==> config.mk <==
export PLATFORM = sky130hd
export DESIGN_NAME = mem_port_arbiter
export DESIGN_NICKNAME = d
export VERILOG_FILES = /design/src/rtl/mem_port_arbiter.sv
export SDC_FILE = /design/constraint.sdc
export NUM_CORES = 1
export LEC_CHECK = 0
export ABC_AREA = 1
export CAP_MARGIN = 40
export CORE_MARGIN = 10
export CORE_UTILIZATION = 47
export DETAILED_ROUTE_END_ITERATION = 6
export PLACE_DENSITY = 0.95
export RECOVER_POWER = 25
export SLEW_MARGIN = 20
export SYNTH_ARGS = -nofsm -noshare
export SYNTH_HDL_FRONTEND = slang
export SYNTH_SLANG_ARGS = --single-unit
==> constraint.sdc <==
create_clock -name clk -period 4.65 [get_ports clk]
set_clock_uncertainty 0.2 [all_clocks]
set_input_delay 0.93 -clock clk [delete_from_list [all_inputs] [get_ports clk]]
set_output_delay 0.93 -clock clk [all_outputs]
set_load 0.005 [all_outputs]
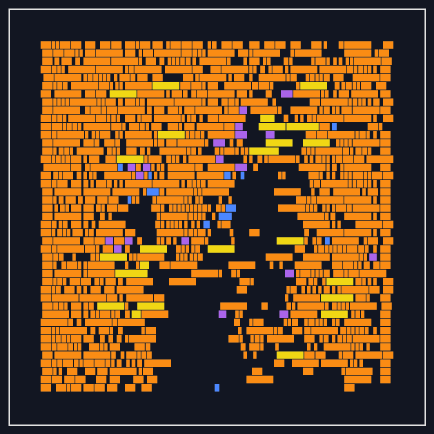
Figure 1: run 1, cells by drive strength.
(3 px per µm)
yellow -> x6 and larger  # cells 24, share 2.3%
purple -> x3 and x4  # cells 19, share 1.8%
orange -> x1 and smaller  # cells 992, share 95%
blue -> x2  # cells 12, share 1.1%
area growth from synthesis to layout: 50.3%
setup slack after layout: 1.41 ns

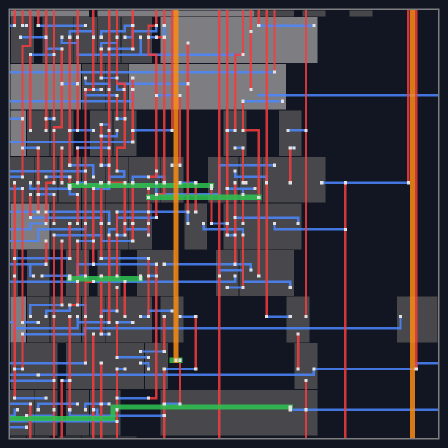
Figure 2: run 1, layout detail.
Region (57, 57) to (82, 82) µm. Cells in gray, sequential cells in the stronger gray; small squares are vias.
orange -> M4
green -> M3
blue -> M1
red -> M2
sequential cells in the window = 2
most frequent = nand2_1 (21), nor2_1 (9), nand3_1 (7)
cells with their middle in the window = 53

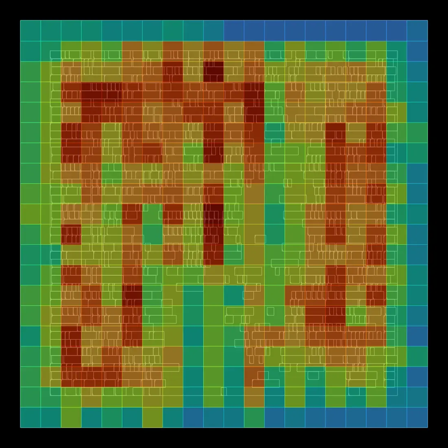
Figure 3: run 1, track usage over the die.
global-route track usage on met3: 0.102
global-route track usage on met2: 0.395
met1 track demand over resource: 0.270
Core Util, Final: 0.716

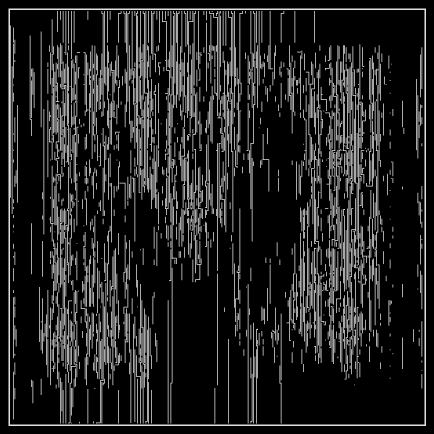
Figure 4: run 1, metal 2.
(3 px per µm)
main direction = vertical
longest straight run = 58.8 µm
nets with wire on the layer = 992
share of all routed wire = 47%
total vias in the final route: 6774
total routed wirelength: 24400 µm

==> job_summary.md, run 1 <==
### Metrics collected by this job

| Metric | Value |
|---|---|
| Status | `complete, but fails checks` |
| Violated checks | `capacitance limit, slew limit` |
| Placed cells | `1193` |
| Top logic cells by instance count in the layout | `sky130_fd_sc_hd__nand2_1 (300), sky130_fd_sc_hd__clkdlybuf4s50_1 (264), sky130_fd_sc_hd__dfrtp_1 (148)` |
| Cell Type Count | `29` |
| Yosys stat area | `6560 µm²` |
| RSZ-0062 raised after global routing | `no` |
| Minimum clock period | `3.24 ns` |
| Number of warnings the tools reported | `26` |
| Final slew viol count | `83` |
| Total of fill cells in the finished design | `951` |
| Pin count of the biggest net entering global routing | `93` |
| Die Ht | `138 µm` |
| Dominant kind of combinational cell | `simple AND/OR/NAND/NOR gates` |
| Max-cap violations | `1` |
| Sequential fraction of the synthesis area | `0.565` |
| XOR-XNOR Cells, Area Fraction | `0.00267` |
| Grt ovf | `0` |
| Post-Place Cell Area | `9240 µm²` |
| Fraction of post-synthesis cell area in the top cell type by area | `0.565` |
==> run 1 -> run 2 <==
--- a/config.mk
+++ b/config.mk
@@ -8,9 +8,9 @@
 export ABC_AREA = 1
 export CAP_MARGIN = 40
 export CORE_MARGIN = 10
-export CORE_UTILIZATION = 47
+export CORE_UTILIZATION = 39
 export DETAILED_ROUTE_END_ITERATION = 6
-export PLACE_DENSITY = 0.95
+export PLACE_DENSITY = 0.87
 export RECOVER_POWER = 25
 export SLEW_MARGIN = 20
 export SYNTH_ARGS = -nofsm -noshare
==> constraint.sdc (replaced) <==
create_clock -name clk -period 2.85 [get_ports clk]
set_clock_uncertainty 0.2 [all_clocks]
set_input_delay 0.57 -clock clk [delete_from_list [all_inputs] [get_ports clk]]
set_output_delay 0.57 -clock clk [all_outputs]
set_load 0.005 [all_outputs]
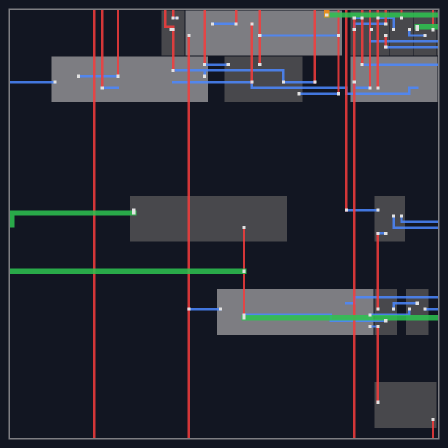
Figure 5: run 2, layout detail.
Region (62, 62) to (87, 87) µm. Cells in gray, sequential cells in the stronger gray; small squares are vias.
red -> M2
orange -> M4
green -> M3
blue -> M1
sequential cells in the window = 4
most frequent = nand2_1 (4), dfrtp_1 (4)
cells with their middle in the window = 14

==> run 2 against run 1 <==
  * The flow now finishes without violations
  * Utilization decreased by 11 points
  * Non-clock buffer count increased by 5
  * Power grew 59%
  * Clock power rose by about 50%
  * Clock-buffer cell count shrank 3
  * Global-route usage down 3.8 points
  * Worst setup slack worse by 0.78 ns
  * Register-to-register slack worse by 1.5 ns
  * First-iteration DRC count fell by 36%
  * Synthesized area did not move
  * Synthesized cell count unchanged
  * Cell count up 3.7%
  * Highest routed layer unchanged
==> job_summary.md, run 2 <==
### Metrics collected by this job

| Metric | Value |
|---|---|
| Pin count of the biggest net entering global routing | `67 (-28%)` |
| Post-DRT Antenna Nets | `0` |
| Status | `completed` |
| Top logic cells by instance count in the layout | `sky130_fd_sc_hd__nand2_1 (300), sky130_fd_sc_hd__clkdlybuf4s50_1 (264), sky130_fd_sc_hd__dfrtp_1 (148)` |
| Met1 track demand over resource | `0.240 (-0.0300)` |
| Core Util, Final | `0.601 (-0.115)` |
| Setup slack after layout | `0.633 ns (-0.780 ns)` |
| XOR-XNOR Cells, Area Fraction | `0.00267 (unchanged)` |
| Fraction of post-synthesis cell area in the top cell type by area | `0.565 (unchanged)` |
| Flip-flop and latch area | `3700 µm²` |
| Layout clock buffer count | `18` |
| Cell Type Count | `29 (unchanged)` |
| Placed cells | `1239 (+3.9%)` |
| Hold crit path type | `reg2reg` |
| RSZ-0062 raised after global routing | `no` |
| Dominant kind of combinational cell | `simple AND/OR/NAND/NOR gates` |
| Minimum clock period | `2.22 ns` |
| Total routed wirelength | `23500 µm (-3.6%)` |
| Count of inverters not on the clock network in the layout | `16` |
| Detailed Route Iter0 Violations | `433` |
| Post-Place Cell Area | `9390 µm² (+1.7%)` |
| Grt ovf | `0 (unchanged)` |
| Max-cap violations | `0 (-1)` |
| Total vias in the final route | `6517 (-3.8%)` |
| Post-synthesis sequential element count | `148` |
| Slew at the pin closest to its max-slew limit | `0.816 ns` |
| Final slew viol count | `0 (-100%)` |
| Total of fill cells in the finished design | `1365 (+44%)` |
| Yosys stat area | `6560 µm² (unchanged)` |
| Critical path class | `reg2reg` |
| Sequential fraction of the synthesis area | `0.565 (unchanged)` |
Power and IR drop assume default switching activity.
